Figure 1. Signal wires on met4 (run 1).
Cells faint in the background.
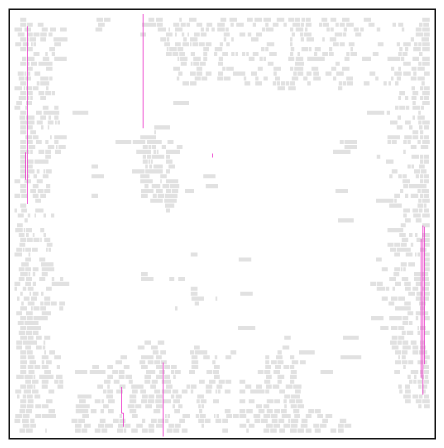
Figure 2. Track usage over the die (run 1).
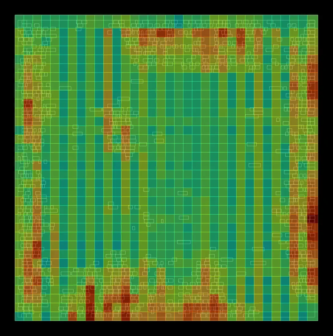
Figure 3. Clock wires, drivers and flops (run 1).
The bar under the picture is 50 microns long.
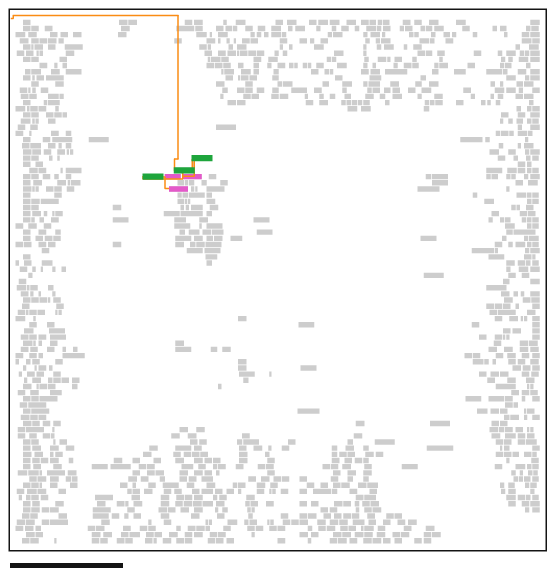
Figure 4. Metal layers overlaid (run 1).
The bar under the picture is 50 microns long.
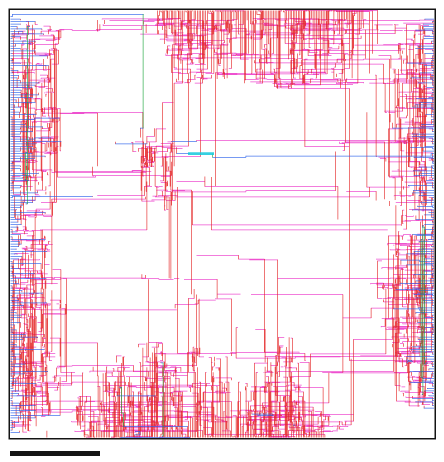
[config.mk]
export PLATFORM = sky130hd
export DESIGN_NAME = bus_arbiter_rr_flat
export DESIGN_NICKNAME = d
export VERILOG_FILES = /design/src/rtl/kcp_bus_pkg.sv /design/src/rtl/bus_arbiter_rr_if.sv /design/src/rtl/kcp_rr_pick.sv /design/src/rtl/bus_arbiter_rr.sv /design/src/flat_wrapper.sv
export SDC_FILE = /design/constraint.sdc
export NUM_CORES = 1
export LEC_CHECK = 0
export CAP_MARGIN = 20
export CORE_AREA = 2 2 234 236
export DETAILED_ROUTE_END_ITERATION = 10
export DIE_AREA = 0 0 236 238
export GPL_ROUTABILITY_DRIVEN = 0
export HOLD_SLACK_MARGIN = 0.05
export PLACE_DENSITY = 0.38
export SLEW_MARGIN = 10
export SYNTH_ARGS = -nofsm -noshare
export SYNTH_HDL_FRONTEND = slang
export SYNTH_SLANG_ARGS = --single-unit
[constraint.sdc]
create_clock -name clk_i -period 2 [get_ports clk_i]
set_input_delay 0.4 -clock clk_i [delete_from_list [all_inputs] [get_ports clk_i]]
set_output_delay 0.4 -clock clk_i [all_outputs]
set_load 0.01 [all_outputs]
[src/rtl/kcp_bus_pkg.sv]
// Shared definitions for the KCP53K memory-bus arbiter: transfer sizes,
// arbiter state encoding and a width helper.
package kcp_bus_pkg;

  localparam logic [1:0] SIZ_BYTE  = 2'd0;
  localparam logic [1:0] SIZ_HALF  = 2'd1;
  localparam logic [1:0] SIZ_WORD  = 2'd2;
  localparam logic [1:0] SIZ_DWORD = 2'd3;

  typedef enum logic {
    StIdle  = 1'b0,
    StOwned = 1'b1
  } arb_state_e;

  // ceil(log2(n)), never less than 1 so a 1-bit index always exists
  function automatic int unsigned clog2_min1(input int unsigned n);
    int unsigned w;
    w = 1;
    while ((64'd1 << w) < 64'(n)) w++;
    return w;
  endfunction

endpackage

[src/rtl/bus_arbiter_rr_if.sv]
// Bundle of the N master ports and the single X-port slave connection.
// The master modport is the arbiter's view; slave is the environment's view.
interface bus_arbiter_rr_if #(
  parameter int unsigned NM = 2,
  parameter int unsigned DW = 64,
  parameter int unsigned AW = 64
);

  logic [NM*DW-1:0] m_dat_i;
  logic [NM*AW-1:0] m_adr_i;
  logic [NM-1:0]    m_we_i;
  logic [NM-1:0]    m_cyc_i;
  logic [NM-1:0]    m_stb_i;
  logic [NM-1:0]    m_signed_i;
  logic [2*NM-1:0]  m_siz_i;
  logic [NM-1:0]    m_ack_o;
  logic [NM-1:0]    m_err_o;
  logic [NM*DW-1:0] m_dat_o;

  logic [DW-1:0]    xdat_o;
  logic [AW-1:0]    xadr_o;
  logic             xwe_o;
  logic             xcyc_o;
  logic             xstb_o;
  logic             xsigned_o;
  logic [1:0]       xsiz_o;
  logic             xack_i;
  logic [DW-1:0]    xdat_i;

  logic [NM-1:0]    grant_o;

  modport master (
    input  m_dat_i, m_adr_i, m_we_i, m_cyc_i, m_stb_i, m_signed_i, m_siz_i,
    input  xack_i, xdat_i,
    output m_ack_o, m_err_o, m_dat_o,
    output xdat_o, xadr_o, xwe_o, xcyc_o, xstb_o, xsigned_o, xsiz_o,
    output grant_o
  );

  modport slave (
    output m_dat_i, m_adr_i, m_we_i, m_cyc_i, m_stb_i, m_signed_i, m_siz_i,
    output xack_i, xdat_i,
    input  m_ack_o, m_err_o, m_dat_o,
    input  xdat_o, xadr_o, xwe_o, xcyc_o, xstb_o, xsigned_o, xsiz_o,
    input  grant_o
  );

endinterface

[src/rtl/kcp_rr_pick.sv]
// Rotating-priority search: first set request at or after i_ptr, wrapping
// to index 0. Purely combinational.
module kcp_rr_pick #(
  parameter int unsigned NM = 2,
  parameter int unsigned PW = 1
) (
  input  logic [NM-1:0] i_req,
  input  logic [PW-1:0] i_ptr,
  output logic          o_valid,
  output logic [PW-1:0] o_idx
);

  logic          w_hi_valid;
  logic [PW-1:0] w_hi_idx;
  logic          w_lo_valid;
  logic [PW-1:0] w_lo_idx;

  // Scan downwards so the lowest qualifying index is the last one written.
  // The upper half (>= ptr) beats the wrapped lower half.
  always_comb begin
    w_hi_valid = 1'b0;
    w_hi_idx   = '0;
    w_lo_valid = 1'b0;
    w_lo_idx   = '0;
    for (int i = int'(NM) - 1; i >= 0; i--) begin
      if (i_req[i]) begin
        w_lo_valid = 1'b1;
        w_lo_idx   = PW'(i);
        if (PW'(i) >= i_ptr) begin
          w_hi_valid = 1'b1;
          w_hi_idx   = PW'(i);
        end
      end
    end
  end

  assign o_valid = w_hi_valid | w_lo_valid;
  assign o_idx   = w_hi_valid ? w_hi_idx : w_lo_idx;

endmodule

[src/rtl/bus_arbiter_rr.sv]
// N-master round-robin arbiter onto one X-port, holding the grant for the
// owner's whole cyc, with an optional stalled-strobe watchdog.
module bus_arbiter_rr
  import kcp_bus_pkg::*;
#(
  parameter int unsigned NM      = 2,
  parameter int unsigned DW      = 64,
  parameter int unsigned AW      = 64,
  parameter int unsigned TIMEOUT = 0,
  parameter int unsigned TW      = 16
) (
  input logic               clk_i,
  input logic               reset_i,
  bus_arbiter_rr_if.master  io_bus
);

  localparam int unsigned PW = clog2_min1(NM);

  arb_state_e    r_state;
  arb_state_e    w_state_d;
  logic [PW-1:0] r_ptr;
  logic [PW-1:0] w_ptr_d;
  logic [PW-1:0] r_owner;
  logic [PW-1:0] w_owner_d;
  logic [TW-1:0] r_wdog;
  logic [TW-1:0] w_wdog_d;

  logic          w_pick_valid;
  logic [PW-1:0] w_pick_idx;
  logic          w_owned;
  logic          w_active;
  logic          w_stall;
  logic          w_err_hit;

  logic [DW-1:0] w_dat_arr [NM];
  logic [AW-1:0] w_adr_arr [NM];
  logic [1:0]    w_siz_arr [NM];

  kcp_rr_pick #(
    .NM (NM),
    .PW (PW)
  ) u_pick (
    .i_req   (io_bus.m_cyc_i),
    .i_ptr   (r_ptr),
    .o_valid (w_pick_valid),
    .o_idx   (w_pick_idx)
  );

  always_comb begin
    for (int k = 0; k < int'(NM); k++) begin
      w_dat_arr[k] = io_bus.m_dat_i[k*DW +: DW];
      w_adr_arr[k] = io_bus.m_adr_i[k*AW +: AW];
      w_siz_arr[k] = io_bus.m_siz_i[k*2 +: 2];
    end
  end

  // Output gating by reset is combinational so the reset cycle itself is quiet.
  assign w_owned  = (r_state == StOwned) && !reset_i;
  assign w_active = w_owned && io_bus.m_cyc_i[r_owner];
  assign w_stall  = w_active && io_bus.m_stb_i[r_owner] && !io_bus.xack_i;

  // State register
  always_ff @(posedge clk_i) begin
    if (reset_i) begin
      r_state <= StIdle;
      r_ptr   <= '0;
      r_owner <= '0;
    end else begin
      r_state <= w_state_d;
      r_ptr   <= w_ptr_d;
      r_owner <= w_owner_d;
    end
  end

  // Next-state logic
  always_comb begin
    w_state_d = r_state;
    w_ptr_d   = r_ptr;
    w_owner_d = r_owner;
    unique case (r_state)
      StIdle: begin
        if (w_pick_valid) begin
          w_owner_d = w_pick_idx;
          w_state_d = StOwned;
        end
      end
      StOwned: begin
        if (!io_bus.m_cyc_i[r_owner]) begin
          w_state_d = StIdle;
          w_ptr_d   = (r_owner == PW'(NM - 1)) ? '0 : r_owner + PW'(1);
        end
      end
      default: w_state_d = StIdle;
    endcase
  end

  // Watchdog: error lands on the TIMEOUT-th consecutive stalled strobe.
  assign w_err_hit = (TIMEOUT != 0) && w_stall && (r_wdog == TW'(TIMEOUT - 1));

  always_comb begin
    w_wdog_d = '0;
    if ((TIMEOUT != 0) && w_stall && !w_err_hit) begin
      w_wdog_d = r_wdog + TW'(1);
    end
  end

  always_ff @(posedge clk_i) begin
    if (reset_i) begin
      r_wdog <= '0;
    end else begin
      r_wdog <= w_wdog_d;
    end
  end

  // Outputs
  always_comb begin
    io_bus.xdat_o    = '0;
    io_bus.xadr_o    = '0;
    io_bus.xwe_o     = 1'b0;
    io_bus.xcyc_o    = 1'b0;
    io_bus.xstb_o    = 1'b0;
    io_bus.xsigned_o = 1'b0;
    io_bus.xsiz_o    = '0;
    io_bus.m_ack_o   = '0;
    io_bus.m_err_o   = '0;
    io_bus.m_dat_o   = '0;
    io_bus.grant_o   = '0;
    if (w_active) begin
      io_bus.xdat_o    = w_dat_arr[r_owner];
      io_bus.xadr_o    = w_adr_arr[r_owner];
      io_bus.xwe_o     = io_bus.m_we_i[r_owner];
      io_bus.xcyc_o    = 1'b1;
      io_bus.xstb_o    = io_bus.m_stb_i[r_owner];
      io_bus.xsigned_o = io_bus.m_signed_i[r_owner];
      io_bus.xsiz_o    = w_siz_arr[r_owner];
    end
    for (int k = 0; k < int'(NM); k++) begin
      if (w_owned && (PW'(k) == r_owner)) begin
        io_bus.grant_o[k]            = 1'b1;
        io_bus.m_ack_o[k]            = io_bus.xack_i;
        io_bus.m_err_o[k]            = w_err_hit;
        io_bus.m_dat_o[k*DW +: DW]   = io_bus.xdat_i;
      end
    end
  end

endmodule

[src/flat_wrapper.sv]
// flat-port wrapper written by rule: the top's interface ports become plain ports
module bus_arbiter_rr_flat import kcp_bus_pkg::*;
#(
  parameter int unsigned NM      = 2,
  parameter int unsigned DW      = 64,
  parameter int unsigned AW      = 64,
  parameter int unsigned TIMEOUT = 0,
  parameter int unsigned TW      = 16
)
  (clk_i, reset_i, io_bus_m_dat_i, io_bus_m_adr_i, io_bus_m_we_i, io_bus_m_cyc_i, io_bus_m_stb_i, io_bus_m_signed_i, io_bus_m_siz_i, io_bus_xack_i, io_bus_xdat_i, io_bus_m_ack_o, io_bus_m_err_o, io_bus_m_dat_o, io_bus_xdat_o, io_bus_xadr_o, io_bus_xwe_o, io_bus_xcyc_o, io_bus_xstb_o, io_bus_xsigned_o, io_bus_xsiz_o, io_bus_grant_o);
  bus_arbiter_rr_if #(.NM(NM), .DW(DW), .AW(AW)) io_bus_i ();
  input logic clk_i;
  input logic reset_i;
  input wire logic [$bits(io_bus_i.m_dat_i)-1:0] io_bus_m_dat_i;
  input wire logic [$bits(io_bus_i.m_adr_i)-1:0] io_bus_m_adr_i;
  input wire logic [$bits(io_bus_i.m_we_i)-1:0] io_bus_m_we_i;
  input wire logic [$bits(io_bus_i.m_cyc_i)-1:0] io_bus_m_cyc_i;
  input wire logic [$bits(io_bus_i.m_stb_i)-1:0] io_bus_m_stb_i;
  input wire logic [$bits(io_bus_i.m_signed_i)-1:0] io_bus_m_signed_i;
  input wire logic [$bits(io_bus_i.m_siz_i)-1:0] io_bus_m_siz_i;
  input wire logic [$bits(io_bus_i.xack_i)-1:0] io_bus_xack_i;
  input wire logic [$bits(io_bus_i.xdat_i)-1:0] io_bus_xdat_i;
  output wire logic [$bits(io_bus_i.m_ack_o)-1:0] io_bus_m_ack_o;
  output wire logic [$bits(io_bus_i.m_err_o)-1:0] io_bus_m_err_o;
  output wire logic [$bits(io_bus_i.m_dat_o)-1:0] io_bus_m_dat_o;
  output wire logic [$bits(io_bus_i.xdat_o)-1:0] io_bus_xdat_o;
  output wire logic [$bits(io_bus_i.xadr_o)-1:0] io_bus_xadr_o;
  output wire logic [$bits(io_bus_i.xwe_o)-1:0] io_bus_xwe_o;
  output wire logic [$bits(io_bus_i.xcyc_o)-1:0] io_bus_xcyc_o;
  output wire logic [$bits(io_bus_i.xstb_o)-1:0] io_bus_xstb_o;
  output wire logic [$bits(io_bus_i.xsigned_o)-1:0] io_bus_xsigned_o;
  output wire logic [$bits(io_bus_i.xsiz_o)-1:0] io_bus_xsiz_o;
  output wire logic [$bits(io_bus_i.grant_o)-1:0] io_bus_grant_o;
  assign io_bus_i.m_dat_i = io_bus_m_dat_i;
  assign io_bus_i.m_adr_i = io_bus_m_adr_i;
  assign io_bus_i.m_we_i = io_bus_m_we_i;
  assign io_bus_i.m_cyc_i = io_bus_m_cyc_i;
  assign io_bus_i.m_stb_i = io_bus_m_stb_i;
  assign io_bus_i.m_signed_i = io_bus_m_signed_i;
  assign io_bus_i.m_siz_i = io_bus_m_siz_i;
  assign io_bus_i.xack_i = io_bus_xack_i;
  assign io_bus_i.xdat_i = io_bus_xdat_i;
  assign io_bus_m_ack_o = io_bus_i.m_ack_o;
  assign io_bus_m_err_o = io_bus_i.m_err_o;
  assign io_bus_m_dat_o = io_bus_i.m_dat_o;
  assign io_bus_xdat_o = io_bus_i.xdat_o;
  assign io_bus_xadr_o = io_bus_i.xadr_o;
  assign io_bus_xwe_o = io_bus_i.xwe_o;
  assign io_bus_xcyc_o = io_bus_i.xcyc_o;
  assign io_bus_xstb_o = io_bus_i.xstb_o;
  assign io_bus_xsigned_o = io_bus_i.xsigned_o;
  assign io_bus_xsiz_o = io_bus_i.xsiz_o;
  assign io_bus_grant_o = io_bus_i.grant_o;
  bus_arbiter_rr #(.NM(NM), .DW(DW), .AW(AW), .TIMEOUT(TIMEOUT), .TW(TW)) u_core (.clk_i(clk_i), .reset_i(reset_i), .io_bus(io_bus_i));
endmodule
==> GITHUB_STEP_SUMMARY, run 1 <==
## PnR job results

| Metric | Value |
|---|---|
| Chip area in the Yosys report | `3070 sq um` |
| Yosys simple share | `43.7%` |
| Top pwr grp | `combinational cells` |
| FP Core Util | `5.74%` |
| Fin. max-slew vios | `0` |
| Fraction of registers with async set/reset | `0%` |
| # placed instances | `1752` |
| IO Pins | `603` |
| Ao+oa area frac | `1.47%` |
| Endpoints failing setup | `209` |
| P_leak | `6.49 nW` |
| Clk power | `0.000312 W` |
| H-tree levels | `1` |
| Synth top cells by count | `nor2_1 (136), mux2i_1 (134), and2_1 (130), buf_2 (23), clkbuf_1 (13)` |
| Mux frac, synth | `43.6%` |
| Area Overhead vs Synth | `310%` |
| P_sw | `0.000910 W` |
| Setup ws final | `-0.188 ns` |
| CTS Sinks | `3` |
| Total global routing overflow | `0` |
| Num CTS Buffers | `3` |
| CTS Hold Bufs | `0` |
| Final worst path period share | `109%` |
| Via/cell ratio | `3.25` |
| # rows | `85` |
| Most numerous logic cells after layout | `clkdlybuf4s50_1 (331), and2_1 (117), buf_6 (111), mux2i_1 (107), dlymetal6s2s_1 (84)` |
| Detailed Place HPWL | `22300 microns` |
| Clk slew on worst S/H paths | `0.03 ns` |
| GRT Total Usage | `9.32%` |
| Reg2reg path depth | `5` |
| Final hold violation count | `0` |
| Synth flops | `3` |
| Failing checks | `negative setup slack` |
| Critical Path RT | `1.60 ns` |
| Power Combinational | `0.00231 W` |
| ANT cells | `0` |
| Top cell excl fill/tap | `clkdlybuf4s50_1` |
| Crit path capture | `io_bus_xadr_o[28]` |
| Worst Hold Launch | `reset_i` |
| Fin nets | `1510` |
| Reg-to-reg setup timing slack | `0.72 ns` |
| Clock power frac | `11.6%` |
| CP Class | `flop to output port` |
| Largest net degree at the start of global routing | `38` |
| Register share after synthesis | `1.95%` |
| Total Power | `0.00270 W` |
| RSZ-0062 raised after global routing | `true` |
| P_seq | `0.0000751 W` |
| Comb pwr share | `85.6%` |
| Main logic family | `simple AND/OR/NAND/NOR gates` |
| Worst-Skew Late Latency | `0.22 ns` |
| Total vias in the final route | `6075` |
| Reg area | `67.6 sq um` |
| Status | `finished with violations` |
| Worst Skew | `0.00204 ns` |
| Clock Path Buffers | `2` |
| Number of setup buffers added after CTS | `28` |
| Yosys top cell by instances | `nor2_1` |
| Post-Place Cell Area | `10200 sq um` |
| DRT iter0 DRCs | `105` |
| Share of cells above drive strength 1 | `38.2%` |
| Post-route cell area | `12600 sq um` |
| Post-CTS sizing | `435` |
| Post-Synthesis Cells | `465` |
| Switching share of power | `33.7%` |
| Util after Layout | `23.6%` |
| PwrDens | `214 nW/um^2` |
| Clock Root Buffer | `clkbuf_16` |
| Placeable Area | `53500 sq um` |
| WHS | `0.443 ns` |
| Area leader, netlist | `mux2i_1` |
| Internal power | `0.00179 W` |
| WHS Path Cells | `3` |
| Min-Delay Endpoint | `u_core.r_owner$_SDFFE_PP0P_` |
| Post-place setup slack | `-0.808 ns` |
| GR Layer Usage met3 | `2.80%` |
| Max-Cap Viols | `0` |
| Global-route wire length before repair | `38900 microns` |
| CP startpoint kind | `flop` |
| Final antenna-violating net count | `0` |
Notes on Figure 1 above:
The longest straight run is 98.6 microns. The wires run mostly vertical. The layer holds 1.6% of the routed length.

Notes on Figure 2 above:
WL per Instance: 16.9 microns
grt met2 use: 18.1%

Notes on Figure 3 above:
Key: orange = clock wires [length 202 microns]; green = clock drivers [count 3]; magenta = flip-flops [count 3]
There are 4 routed clock nets.

Notes on Figure 4 above:
Key: cyan = metal 5 [wire length 12.9 microns]; magenta = metal 1 [wire length 11600 microns]; red = metal 2 [wire length 16900 microns]; blue = metal 3 [wire length 2590 microns]; green = metal 4 [wire length 489 microns]

-- run 1: worst max-delay path, cell delays in order (launching register included) --
cell	delay, ns
dfxtp_4	0.36
mux2i_4	0.20
or2_4	0.29
buf_12	0.13
buf_12	0.12
buf_12	0.12
buf_12	0.14
nor2_4	0.10
buf_6	0.10
-- run 1: cell type report --
cell class	instances	share of cell area, %
Timing Repair Buffer	750	63.5
Multi-Input combinational cell	413	28.3
Tap cell	696	6.91
Clock buffer	4	0.626
Sequential cell	3	0.536
Inverter	4	0.119
-- run 1: sequential cells by signal (all words and copies together), names as in the netlist --
register,flops
u_core.r_ptr,1
u_core.r_owner,1
u_core.r_state,1
-- run 1: layer usage --
layer	vias to the layer above	part of all wire [%]
li1	2928	-
met1	2760	37
met2	367	54
met3	18	8.2
met4	2	1.5
met5	-	0.038
==> run 1 -> run 2 <==
--- a/config.mk
+++ b/config.mk
@@ -7,11 +7,14 @@
 export LEC_CHECK = 0
 export CAP_MARGIN = 20
 export CORE_AREA = 2 2 234 236
+export CTS_CLUSTER_DIAMETER = 120
 export DETAILED_ROUTE_END_ITERATION = 10
 export DIE_AREA = 0 0 236 238
 export GPL_ROUTABILITY_DRIVEN = 0
 export HOLD_SLACK_MARGIN = 0.05
+export MAX_ROUTING_LAYER = met4
 export PLACE_DENSITY = 0.38
+export REMOVE_ABC_BUFFERS = 1
 export SLEW_MARGIN = 10
 export SYNTH_ARGS = -nofsm -noshare
 export SYNTH_HDL_FRONTEND = slang
Figure 5. I/O pins on the die edge (run 2).
Pins as bars across the die edge, other pins in gray.
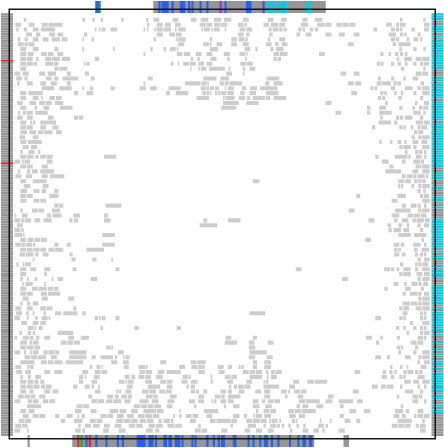
Key: purple = `clk_i` [pins 1, direction input, edge top]; green = `io_bus_xsiz_o` [pins 2, direction output, edge 1 bottom, 1 top]; cyan = `io_bus_m_dat_o` [pins 128, direction output, edge 116 right, 12 top]; red = `io_bus_m_siz_i` [pins 4, direction input, edge 2 bottom, 2 left]; blue = `io_bus_xdat_o` [pins 64, direction output, edge 44 bottom, 20 top]
All pins by edge: 173 right, 173 left, 150 bottom, 107 top.

==> GITHUB_STEP_SUMMARY, run 2 <==
## PnR job results

| Metric | Value |
|---|---|
| Status | `finished with violations` |
| Failing checks | `negative setup slack` |
| CP Class | `flop to output port` |
| Routing usage on met1 | `11.2%` |
| Area leader, netlist | `mux2i_1` |
| Post-Synthesis Cells | `465 (unchanged)` |
| Min-Delay Endpoint | `u_core.r_owner$_SDFFE_PP0P_` |
| Chip area in the Yosys report | `3070 sq um (unchanged)` |
| WHS Path Cells | `3 (unchanged)` |
| Post-route cell area | `11700 sq um (-7.0%)` |
| Met1 wire length | `12600 microns (+8.6%)` |
| Ao+oa area frac | `1.47% (unchanged)` |
| Main logic family | `simple AND/OR/NAND/NOR gates` |
| Post-Place Cell Area | `10400 sq um (+2.2%)` |
| Reg2reg path depth | `6 (+1)` |
| Reg-to-reg setup timing slack | `0.61 ns (-0.11 ns)` |
| Worst Setup SP | `u_core.r_owner$_SDFFE_PP0P_` |
| Max-Cap Viols | `0 (unchanged)` |
| H-tree levels | `1 (unchanged)` |
| Post-CTS sizing | `405 (-6.9%)` |
| WHS | `0.442 ns (-0.00135 ns)` |
| Signal buffers | `750 (unchanged)` |
| Setup ws final | `-0.206 ns (-0.0186 ns)` |
| Util after Layout | `21.9% (-1.7 points)` |
| PwrDens | `224 nW/um^2 (+4.8%)` |
| Comb gates | `412 (-0.24%)` |
| Global-route wire length before repair | `43100 microns (+11%)` |
| IO Pins | `603 (unchanged)` |
| Crit path capture | `io_bus_xdat_o[10]` |
| Via/cell ratio | `3.23 (-0.61%)` |
| Register share after synthesis | `1.95% (unchanged)` |
| Regs by FF count | `u_core.r_owner (1), u_core.r_ptr (1), u_core.r_state (1)` |
| Final antenna-violating net count | `0 (unchanged)` |
| P_leak | `5.79 nW (-11%)` |
| # clk buffers | `4 (unchanged)` |
| Share of cells above drive strength 1 | `39.6% (+1.4 points)` |
| Non-clock buffer share | `62.3% (-1.3 points)` |
| Yosys simple share | `43.7% (unchanged)` |
| DRT iter0 DRCs | `107 (+1.9%)` |
| Clock Path Buffers | `2 (unchanged)` |
| Total vias in the final route | `6041 (-0.56%)` |
| Nonclk inv count | `4 (unchanged)` |
| CTS Hold Bufs | `0 (unchanged)` |
| Clock-cell share | `0.673% (+0.047 points)` |
| Endpoints failing setup | `69 (-67%)` |
| CTS Sinks | `3 (unchanged)` |
| Reg area | `65.1 sq um (-3.7%)` |
| # rows | `85 (unchanged)` |
| Grt met2 use | `21.6% (+3.5 points)` |
| Critical Path RT | `1.60 ns (about the same)` |
| Detailed Place HPWL | `27700 microns (+24%)` |
| Total global routing overflow | `0 (unchanged)` |
| Placeable Area | `53500 sq um (unchanged)` |
| Metal2 WL | `19200 microns (+14%)` |
| GR Layer Usage met3 | `1.86% (-0.94 points)` |
| GRT Total Usage | `10.8% (+1.5 points)` |
| Fin nets | `1509 (-0.066%)` |
| Top FF cell, synth | `dfxtp_1` |
| Largest net degree at the start of global routing | `62 (+63%)` |
| Fraction of registers with async set/reset | `0% (unchanged)` |
| Final hold violation count | `0 (unchanged)` |
| Flop share of the area | `0.555% (+0.019 points)` |
| Highest routed layer | `met4` |
| Wire length on met3 | `2170 microns (-16%)` |
| Netlist cell types | `18` |
| Top cell category | `buffers` |
| Clk slew on worst S/H paths | `0.03 ns (about the same)` |
| Worst-Skew Late Latency | `0.22 ns (about the same)` |
| Yosys top cell by instances | `nor2_1` |
| Synth top cells by count | `nor2_1 (136), mux2i_1 (134), and2_1 (130), buf_2 (23), clkbuf_1 (13)` |
| # placed instances | `1782 (+1.7%)` |
| Synth flops | `3 (unchanged)` |
| Final worst path period share | `110% (+0.93 points)` |
| Flop count | `3 (unchanged)` |
| Worst Hold Launch | `reset_i` |
| Post-place setup slack | `-0.802 ns (+0.00580 ns)` |
| FP Core Util | `5.74% (unchanged)` |
| ANT cells | `2 (+2)` |
| Combinational share of cell area | `28.9% (+0.59 points)` |
| Num CTS Buffers | `3 (unchanged)` |
| RSZ-0062 raised after global routing | `true` |
| Fin. max-slew vios | `0 (unchanged)` |
| Tapcells inserted | `696 (unchanged)` |
| Top cell excl fill/tap | `clkdlybuf4s50_1` |
| CP startpoint kind | `flop` |
| Clock Root Buffer | `clkbuf_16` |
| Mux frac, synth | `43.6% (unchanged)` |
| Number of setup buffers added after CTS | `17 (-39%)` |
| Most numerous logic cells after layout | `clkdlybuf4s50_1 (331), and2_1 (124), mux2i_1 (92), buf_4 (91), buf_2 (76)` |
| Area Overhead vs Synth | `281%` |
Figure 6. Clock wires, drivers and flops (run 2).
The bar under the picture is 50 microns long.
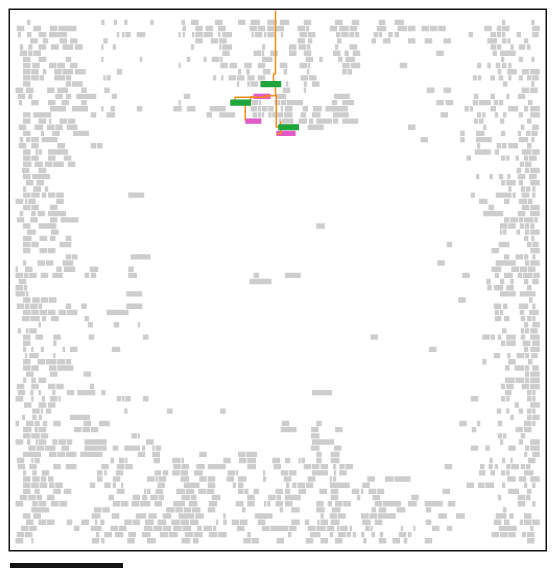
Key: orange = clock wires [length 104 microns]; magenta = flip-flops [count 3]; green = clock drivers [count 3]
There are 4 routed clock nets.
Worst Skew: 0.000836 ns
Clock power frac: 12.0%
Clk power: 0.000314 W

-- run 2: cell types whose count changed in the layout (fill, tap and decap cells not counted), moves of 9 or more --
cell	change
mux2i_1	-15
nor2_4	-33
dlygate4sd2_1	-10
buf_4	+45
dlymetal6s2s_1	-31
buf_2	+18
clkbuf_2	+46
nor2_1	+26
buf_8	-9
buf_6	-62
mux2i_2	+13
-- run 2: worst max-delay path: stages (launching register included) --
cell and delay, ns:
dfxtp_4 0.34, mux2i_1 0.11, or2_4 0.25, buf_8 0.14, buf_12 0.13, buf_16 0.13, buf_12 0.13, buf_6 0.11
nor2_4 0.11, buf_6 0.11
-- run 2: power by group --
part	switching, W	internal (W)
sequential	0.00000583	0.0000675
combinational	0.000837	0.00140
clock	0.0000516	0.000263
total	0.000895	0.00173
Power and IR drop assume default switching activity.
